`src/rtl/reg_cnt_updn_pkg.sv`:
```
// Shared types and helpers for the reg_cnt_updn counter register.
// Holds the command encoding, the priority decoder and the modulo helper
// used by the step arithmetic.
package reg_cnt_pkg;

    // Resolved command for one clock cycle, after priority arbitration.
    typedef enum logic [2:0] {
        OP_HOLD,
        OP_CLR,
        OP_LD,
        OP_INC,
        OP_DEC
    } cnt_op_t;

    // Width of the scratch arithmetic used by mod_reduce; counters wider
    // than MOD_W-1 bits are not supported.
    localparam int MOD_W = 32;

    // Priority: clr > ld > (inc xor dec with a non-zero step) > hold.
    // inc and dec together, or a zero step, both resolve to a hold.
    function automatic cnt_op_t decode_op(
        input logic clr,
        input logic ld,
        input logic inc,
        input logic dec,
        input logic step_nz
    );
        cnt_op_t op;
        op = OP_HOLD;
        if (clr) begin
            op = OP_CLR;
        end else if (ld) begin
            op = OP_LD;
        end else if (inc && !dec && step_nz) begin
            op = OP_INC;
        end else if (dec && !inc && step_nz) begin
            op = OP_DEC;
        end
        return op;
    endfunction

    // Remainder of val by modulus. The modulus is always an elaboration-time
    // constant at the call sites, so this folds to a constant divider.
    function automatic logic [MOD_W-1:0] mod_reduce(
        input logic [MOD_W-1:0] val,
        input logic [MOD_W-1:0] modulus
    );
        return val % modulus;
    endfunction

endpackage

```
`src/rtl/reg_cnt_updn_if.sv`:
```
// Command/status bundle of the reg_cnt_updn counter register.
// Optional compare port pair (cmp/match) is present only when the macro
// REG_CNT_UPDN_CMP_EN is defined.
interface reg_cnt_updn_if #(
    parameter int WIDTH  = 8,
    parameter int STEP_W = 4
);
    logic [WIDTH-1:0]  din;
    logic              ld;
    logic              clr;
    logic              inc;
    logic              dec;
    logic [STEP_W-1:0] step;
    logic              sat;
    logic              flag_clr;
    logic [WIDTH-1:0]  dout;
    logic              zero;
    logic              tc;
    logic              ovf;
    logic              unf;
    logic              cmd_err;
`ifdef REG_CNT_UPDN_CMP_EN
    logic [WIDTH-1:0]  cmp;
    logic              match;

    modport master (
        output din, ld, clr, inc, dec, step, sat, flag_clr, cmp,
        input  dout, zero, tc, ovf, unf, cmd_err, match
    );

    modport slave (
        input  din, ld, clr, inc, dec, step, sat, flag_clr, cmp,
        output dout, zero, tc, ovf, unf, cmd_err, match
    );
`else
    modport master (
        output din, ld, clr, inc, dec, step, sat, flag_clr,
        input  dout, zero, tc, ovf, unf, cmd_err
    );

    modport slave (
        input  din, ld, clr, inc, dec, step, sat, flag_clr,
        output dout, zero, tc, ovf, unf, cmd_err
    );
`endif
endinterface

```
`src/rtl/reg_cnt_updn_step.sv`:
```
// cnt_step_addsub: combinational step arithmetic for reg_cnt_updn.
// Adds or subtracts a zero-extended step from the current count in
// WIDTH+1 bits, then wraps modulo MAXV+1 or saturates at 0/MAXV.
// crossed marks that a boundary was passed or hit on this update;
// over/under tell which direction. A zero step leaves everything idle.
module cnt_step_addsub
    import reg_cnt_pkg::*;
#(
    parameter int WIDTH  = 8,
    parameter int STEP_W = 4,
    parameter int MAXV   = 2**WIDTH-1
) (
    input  logic [WIDTH-1:0]  cur,
    input  logic [STEP_W-1:0] step,
    input  logic              up,
    input  logic              sat,
    output logic [WIDTH-1:0]  nxt,
    output logic              crossed,
    output logic              over,
    output logic              under
);

    localparam int AW = WIDTH + 1;
    localparam logic [AW-1:0] MAXV_X = AW'(MAXV);
    localparam logic [AW-1:0] MODV_X = AW'(MAXV + 1);

    logic [AW-1:0] cur_x;
    logic [AW-1:0] step_x;
    logic [AW-1:0] sum_x;
    logic [AW-1:0] wrap_dn_x;

    // Reduce an AW-bit value modulo MAXV+1 through the shared helper.
    function automatic logic [AW-1:0] mod_m(input logic [AW-1:0] v);
        return AW'(mod_reduce(MOD_W'(v), MOD_W'(MODV_X)));
    endfunction

    assign cur_x  = AW'(cur);
    assign step_x = AW'(step);
    assign sum_x  = cur_x + step_x;
    // cur < step here, so cur + modulus - (step mod modulus) stays positive
    // and below 2*modulus, which fits in AW bits.
    assign wrap_dn_x = cur_x + MODV_X - mod_m(step_x);

    // Select the next count and boundary indications for the requested direction.
    always_comb begin
        nxt     = cur;
        crossed = 1'b0;
        over    = 1'b0;
        under   = 1'b0;
        if (step_x != '0) begin
            if (up) begin
                if (sum_x <= MAXV_X) begin
                    nxt = WIDTH'(sum_x);
                end else begin
                    crossed = 1'b1;
                    over    = 1'b1;
                    nxt     = sat ? WIDTH'(MAXV_X) : WIDTH'(mod_m(sum_x));
                end
            end else begin
                if (cur_x >= step_x) begin
                    nxt = WIDTH'(cur_x - step_x);
                end else begin
                    crossed = 1'b1;
                    under   = 1'b1;
                    nxt     = sat ? '0 : WIDTH'(mod_m(wrap_dn_x));
                end
            end
        end
    end

endmodule

```
`src/rtl/reg_cnt_updn.sv`:
```
// reg_cnt_updn: modulo-N up/down counter register with programmable step,
// wrap/saturate mode, sticky overflow/underflow, terminal-count pulse and
// load-conflict pulse. All outputs except zero are registered.
// Optional feature: define REG_CNT_UPDN_CMP_EN to add the cmp input and the
// registered match output on the interface.
module reg_cnt_updn
    import reg_cnt_pkg::*;
#(
    parameter int WIDTH  = 8,
    parameter int STEP_W = 4,
    parameter int MAXV   = 2**WIDTH-1
) (
    input  logic          clk,
    input  logic          rst,
    reg_cnt_updn_if.slave bus
);

    localparam logic [WIDTH-1:0] MAXV_W = WIDTH'(MAXV);

    cnt_op_t          op;
    logic [WIDTH-1:0] as_nxt;
    logic             as_crossed;
    logic             as_over;
    logic             as_under;

    logic [WIDTH-1:0] dout_q, dout_d;
    logic             tc_q, tc_d;
    logic             ovf_q, ovf_d;
    logic             unf_q, unf_d;
    logic             cmd_err_q, cmd_err_d;
    logic             ovf_set;
    logic             unf_set;
`ifdef REG_CNT_UPDN_CMP_EN
    logic             match_q, match_d;
`endif

    assign op = decode_op(bus.clr, bus.ld, bus.inc, bus.dec, bus.step != '0);

    cnt_step_addsub #(
        .WIDTH  (WIDTH),
        .STEP_W (STEP_W),
        .MAXV   (MAXV)
    ) u_step (
        .cur     (dout_q),
        .step    (bus.step),
        .up      (op == OP_INC),
        .sat     (bus.sat),
        .nxt     (as_nxt),
        .crossed (as_crossed),
        .over    (as_over),
        .under   (as_under)
    );

    // Next count, pulses and sticky-flag updates for the resolved command.
    always_comb begin
        dout_d    = dout_q;
        tc_d      = 1'b0;
        cmd_err_d = 1'b0;
        ovf_set   = 1'b0;
        unf_set   = 1'b0;
        case (op)
            OP_CLR: begin
                dout_d = '0;
            end
            OP_LD: begin
                // An out-of-range load clamps to MAXV and counts as overflow.
                if (bus.din > MAXV_W) begin
                    dout_d  = MAXV_W;
                    ovf_set = 1'b1;
                end else begin
                    dout_d = bus.din;
                end
                cmd_err_d = bus.inc | bus.dec;
            end
            OP_INC, OP_DEC: begin
                dout_d  = as_nxt;
                tc_d    = as_crossed;
                ovf_set = as_over;
                unf_set = as_under;
            end
            default: begin
            end
        endcase
        // A set event in the same cycle as flag_clr keeps the flag high.
        ovf_d = ovf_set | (ovf_q & ~bus.flag_clr);
        unf_d = unf_set | (unf_q & ~bus.flag_clr);
`ifdef REG_CNT_UPDN_CMP_EN
        match_d = (op != OP_HOLD) && (dout_d == bus.cmp);
`endif
    end

    // Count, flag and pulse registers with synchronous reset.
    always_ff @(posedge clk) begin
        if (rst) begin
            dout_q    <= '0;
            tc_q      <= 1'b0;
            ovf_q     <= 1'b0;
            unf_q     <= 1'b0;
            cmd_err_q <= 1'b0;
`ifdef REG_CNT_UPDN_CMP_EN
            match_q   <= 1'b0;
`endif
        end else begin
            dout_q    <= dout_d;
            tc_q      <= tc_d;
            ovf_q     <= ovf_d;
            unf_q     <= unf_d;
            cmd_err_q <= cmd_err_d;
`ifdef REG_CNT_UPDN_CMP_EN
            match_q   <= match_d;
`endif
        end
    end

    assign bus.dout    = dout_q;
    assign bus.zero    = (dout_q == '0);
    assign bus.tc      = tc_q;
    assign bus.ovf     = ovf_q;
    assign bus.unf     = unf_q;
    assign bus.cmd_err = cmd_err_q;
`ifdef REG_CNT_UPDN_CMP_EN
    assign bus.match   = match_q;
`endif

endmodule

```
`src/flat_wrapper.sv`:
```
// flat-port wrapper written by rule: the top's interface ports become plain ports
module reg_cnt_updn_flat import reg_cnt_pkg::*;
#(
    parameter int WIDTH  = 8,
    parameter int STEP_W = 4,
    parameter int MAXV   = 2**WIDTH-1
)
  (clk, rst, bus_din, bus_ld, bus_clr, bus_inc, bus_dec, bus_step, bus_sat, bus_flag_clr, bus_dout, bus_zero, bus_tc, bus_ovf, bus_unf, bus_cmd_err);
  reg_cnt_updn_if #(.WIDTH(WIDTH), .STEP_W(STEP_W)) bus_i ();
  input  logic clk;
  input  logic rst;
  input wire logic [$bits(bus_i.din)-1:0] bus_din;
  input wire logic [$bits(bus_i.ld)-1:0] bus_ld;
  input wire logic [$bits(bus_i.clr)-1:0] bus_clr;
  input wire logic [$bits(bus_i.inc)-1:0] bus_inc;
  input wire logic [$bits(bus_i.dec)-1:0] bus_dec;
  input wire logic [$bits(bus_i.step)-1:0] bus_step;
  input wire logic [$bits(bus_i.sat)-1:0] bus_sat;
  input wire logic [$bits(bus_i.flag_clr)-1:0] bus_flag_clr;
  output wire logic [$bits(bus_i.dout)-1:0] bus_dout;
  output wire logic [$bits(bus_i.zero)-1:0] bus_zero;
  output wire logic [$bits(bus_i.tc)-1:0] bus_tc;
  output wire logic [$bits(bus_i.ovf)-1:0] bus_ovf;
  output wire logic [$bits(bus_i.unf)-1:0] bus_unf;
  output wire logic [$bits(bus_i.cmd_err)-1:0] bus_cmd_err;
  assign bus_i.din = bus_din;
  assign bus_i.ld = bus_ld;
  assign bus_i.clr = bus_clr;
  assign bus_i.inc = bus_inc;
  assign bus_i.dec = bus_dec;
  assign bus_i.step = bus_step;
  assign bus_i.sat = bus_sat;
  assign bus_i.flag_clr = bus_flag_clr;
  assign bus_dout = bus_i.dout;
  assign bus_zero = bus_i.zero;
  assign bus_tc = bus_i.tc;
  assign bus_ovf = bus_i.ovf;
  assign bus_unf = bus_i.unf;
  assign bus_cmd_err = bus_i.cmd_err;
  reg_cnt_updn #(.WIDTH(WIDTH), .STEP_W(STEP_W), .MAXV(MAXV)) u_core (.clk(clk), .rst(rst), .bus(bus_i));
endmodule
```
`config.mk`:
```
export PLATFORM = sky130hd
export DESIGN_NAME = reg_cnt_updn_flat
export DESIGN_NICKNAME = d
export VERILOG_FILES = /design/src/rtl/reg_cnt_updn_pkg.sv /design/src/rtl/reg_cnt_updn_if.sv /design/src/rtl/reg_cnt_updn_step.sv /design/src/rtl/reg_cnt_updn.sv /design/src/flat_wrapper.sv
export SDC_FILE = /design/constraint.sdc
export NUM_CORES = 1
export LEC_CHECK = 0
export ABC_CLOCK_PERIOD_IN_PS = 3700
export CAP_MARGIN = 15
export CELL_PAD_IN_SITES_DETAIL_PLACEMENT = 0
export CELL_PAD_IN_SITES_GLOBAL_PLACEMENT = 1
export CORE_UTILIZATION = 30
export CTS_BUF_LIST = sky130_fd_sc_hd__clkbuf_8
export DETAILED_ROUTE_END_ITERATION = 12
export PLACE_DENSITY = 0.77
export SETUP_SLACK_MARGIN = 0.05
export SLEW_MARGIN = 40
export SYNTH_ARGS = -nofsm -noshare
export SYNTH_HDL_FRONTEND = slang
export SYNTH_SLANG_ARGS = --single-unit
```
`constraint.sdc`:
```
create_clock -name clk -period 3.7 [get_ports clk]
set_clock_uncertainty 0.1 [all_clocks]
set_input_delay 0.37 -clock clk [delete_from_list [all_inputs] [get_ports clk]]
set_output_delay 0.37 -clock clk [all_outputs]
set_load 0.05 [all_outputs]
```
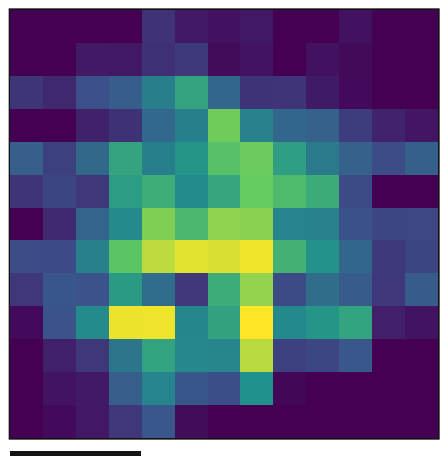
(images/route_heat.png)
Bar = 20 um. The die is cut into 13 by 13 equal tiles; dark purple is low, yellow is high, scaled to the fullest tile. Values are wire area over tile area, all layers added.
tiles over half the peak: 21%
densest ninth of the die: center
fullest tile: 0.50
GR Util All Layers: 18.77%
WL per Instance: 16.08 um
overall via count from detail_route: 1,281

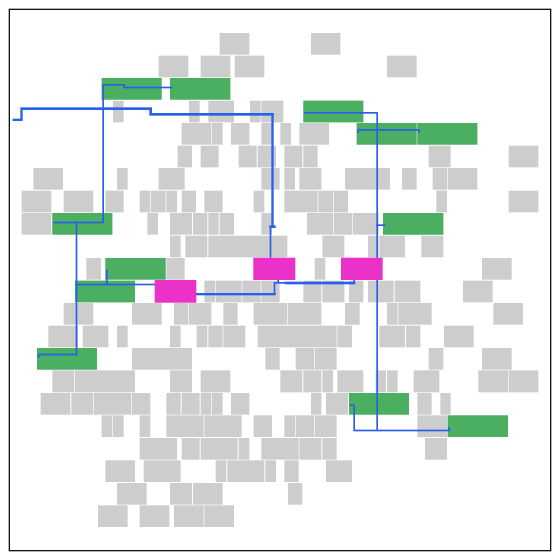
(images/clock_wires.png)
legend:
  magenta:
    item: clock-net drivers
    count: 3
  green:
    item: flip-flops
    count: 12
  blue:
    item: clock wires
    length: 225 um
routed clock nets: 4

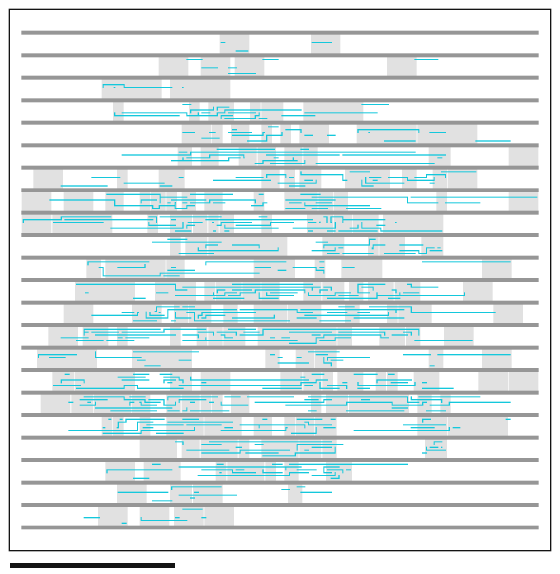
(images/m1.png)
Bar = 20 um. Supply wires on this layer in gray.
share of all routed wire: 45%
wire length on this layer: 1,660 um
nets with wire on the layer: 183
main direction: horizontal
longest straight run: 27.1 um

==> flow_metrics.rpt <==
RUN METRICS
----------------------------------------------------
[STA]
  Setup repair after global routing missed its margin ........................ false
  Count of endpoints failing setup in the final report ........................ 0
  Fmax ........................ ~0.35 GHz
  Max Transition Viols Final ........................ 0
  Post-layout minimum cycle time ........................ 2866 ps
  Hold violation total from the final report ........................ 0
  Fin Setup TNS ........................ 0 ps
  Share of the clock period used by the worst path after layout ........................ 77.47%
  Slew headroom ........................ between 50% and 60%
  Worst Tran Pin Value ........................ between 700 and 800 ps

[CTS]
  Quantity of gates resized following cts ........................ 0
  Number of buffers on the longest clock path ........................ 2
  Number of buffers created by CTS ........................ 3
  Number of buffers added to fix hold violations after cts ........................ 0
  H-Tree Depth ........................ 1
  CTS Sinks ........................ 12
  Worst-Skew Late Latency ........................ 240 ps
  Post-CTS setup buffer count ........................ 0

[Synthesis]
  Most frequent cells after synthesis ........................ sky130_fd_sc_hd__nor2_1 (15), sky130_fd_sc_hd__inv_1 (14), sky130_fd_sc_hd__dfxtp_1 (12)
  Number of distinct standard cells referenced by the synthesized netlist ........................ 47
  #FFs+latches synth ........................ 12
  FFs w/ async S/R, synth ........................ 0%
  Area share, top type ........................ between 10% and 20%
  Number of cell instances after yosys synthesis ........................ 152
  Main area contributors after synthesis ........................ sky130_fd_sc_hd__dfxtp_1 (20%), sky130_fd_sc_hd__ha_1 (8.3%), sky130_fd_sc_hd__nor2_1 (4.7%)
  Number of flops mapped to enable cells by yosys ........................ 0
  Area reported by Yosys stat ........................ 1202 um2
  Post-synthesis cell type with the largest combined area ........................ sky130_fd_sc_hd__dfxtp_1
  Register area share after synthesis ........................ 19.98%
  Yosys warning count ........................ 0
  Mapped Avg Cell Area ........................ approximately 7.9 um2
  Net count entering floorplan ........................ 182

[Critical path]
  Slowest cell delay on critical path ........................ 530 ps
  Origin of the critical flop-to-flop path ........................ u_core.bus.dout[0]
  Worst setup slack for register-to-register paths ........................ 1070 ps
  Endpoint kind of the worst setup timing path ........................ flip-flop
  WP data required ........................ 3700 ps
  Count of cells along the worst register-to-register path ........................ 9
  Element type at the critical path start ........................ input port
  Path type of the worst setup path ........................ in2reg

[Route]
  Sum of met3 wire segment lengths after detailed routing ........................ 258 um
  Top routing layer used ........................ met4
  Post-route antenna net violation count ........................ 0
  Iteration tally of the first detailed-router pass ........................ 4
  Met2 routed WL ........................ 1747 um
  Routed met1 length ........................ 1662 um
  Vias/cell ........................ 5.545

[Min path]
  Kind of path behind the tightest hold check ........................ reg2reg
  Number of cells on the worst hold path ........................ 2
  Hold path endpoint ........................ u_core.bus.unf

[Outcome]
  Outcome ........................ complete, no violations

[Floorplanning]
  Horizontal die dimension ........................ 65.31 um
  Ports placed on the boundary ........................ 33
  Vert. Die Dim ........................ between 60 and 70 um
  Initial core utilization ........................ 32.12%

[Job]
  Stage-log warning count ........................ 30

[Place]
  Placed Cells ........................ 228
  Detailed placement HPWL ........................ roughly 2900 um
  Final estimated routing congestion in global placement ........................ 0.8538
  Instance area at placement ........................ about 1600 um2

[Final layout]
  FF+latch area ........................ 240.2 um2
  Share of post-route cells with drive strength above 1 ........................ under 10%

[Power]
  IR Drop Worst-Case VDD ........................ 231.4 uV
  Ratio of total power to cell area ........................ 280.3 nW/um2

[Global routing]
  Wire length of the first global-routing pass ........................ around 6200 um
  Grt peak-use layer ........................ met2
  Grt met3 use ........................ 4.688%
  Global-route track usage on met2 ........................ 31.31%
  GR Layer Usage met1 ........................ around a quarter
  Leftover overflow at the end of global routing ........................ 0
  Largest net degree at the start of global routing ........................ 14
  Number of global-route vias before repair ........................ 1,248

----------------------------------------------------
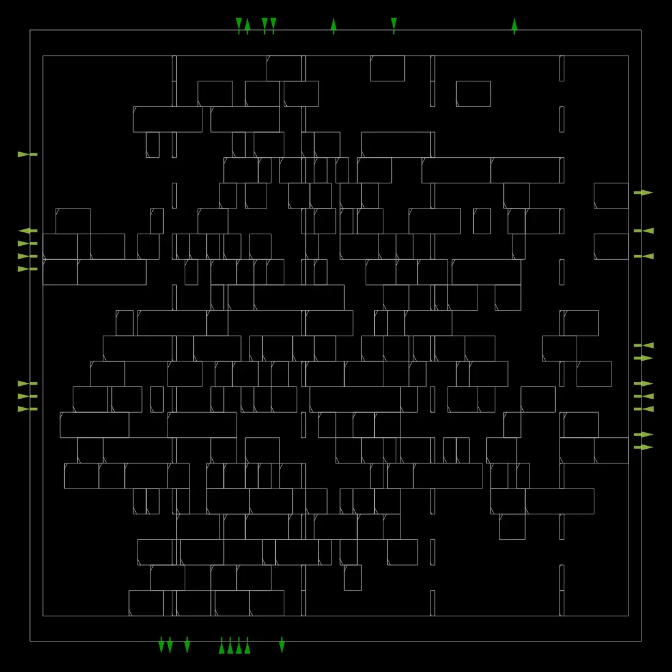
(images/placed.png)
non-filler cells in the finished layout: 231
area of the core region: 3744 um2
sequential fraction of total cell area: 14.98%
flip-flops: 12
Std-Cell Rows: 22

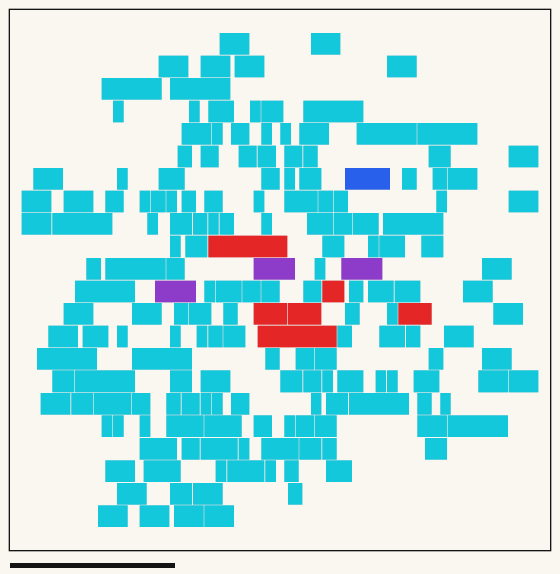
(images/sizing.png)
Bar = 20 um.
legend:
  cyan:
    size: x1 and smaller
    cells: 173
    share: 95%
  purple:
    size: x6 and larger
    cells: 3
    share: 1.6%
  red:
    size: x3 and x4
    cells: 6
    share: 3.3%
  blue:
    size: x2
    cells: 1
    share: 0.55%
Non-CTS buffers: 33
final worst slack: 833.6 ps
layout-stage area growth over the synthesis result: 33.40%
area of all placed cells without fillers: 1604 um2

==> area by class of cell <==
cell class	instances	area share [%]
clock buffers	3	2.574
inverters	14	3.276
multi-input cells	121	54.99
flip-flops and latches	12	14.98
well taps	48	3.744
repair buffers	33	20.44
==> power by group <==
group / internal, mW / leakage, nW / switching [mW]
Sequential: 0.136 / 0.0980 / 0.0110
Clock: 0.0718 / 0.0216 / 0.0476
Combinational: 0.0752 / 0.476 / 0.108
==> kinds of logic (layout without fill, tap and decap cells) <==
logic type,count (synthesis),in the layout,share of synthesized area (%)
AND-OR/OR-AND,54,54,34.24
AND/OR/NAND/NOR,52,52,23.62
buffers and inverters,19,50,6.659
flip-flops,12,12,19.98
adder cells (fa/ha/maj),10,10,11.65
XOR/XNOR,3,3,2.186
multiplexers,2,2,1.665
==> layout by cell type (no fill, tap or decap), drive strengths merged, types with 2 or more instances in the layout <==
cell type,n
a211oi,6
a21oi,11
a221oi,2
a22oi,4
a311oi,3
a31oi,5
and2,4
clkbuf,3
clkdlybuf4s50,32
dfxtp,12
fa,2
ha,8
inv,14
mux2i,2
nand2,9
nand2b,3
nand3,4
nor2,15
nor2b,5
nor3,2
o211ai,4
o21ai,8
o2bb2ai,2
or3,2
or4,2
xor2,2
==> worst max path at each step <==
stage                             from                  to
floorplan           u_core.bus.dout[0]  u_core.bus.dout[7]
global placement           bus_step[0]  u_core.bus.dout[4]
detailed placement         bus_step[3]  u_core.bus.dout[4]
CTS                        bus_step[3]  u_core.bus.dout[4]
global route               bus_step[0]  u_core.bus.dout[4]
finish                     bus_step[3]  u_core.bus.dout[0]
==> critical path: cells and delay by family <==
kind                       cells  cell delay (ps)
buffers and inverters          3              750
and+or+nand+nor                2              320
AOI/OAI and AO/OA              4             1060
adders and majority gates      1              370
Power is estimated from default activity; no workload was simulated.
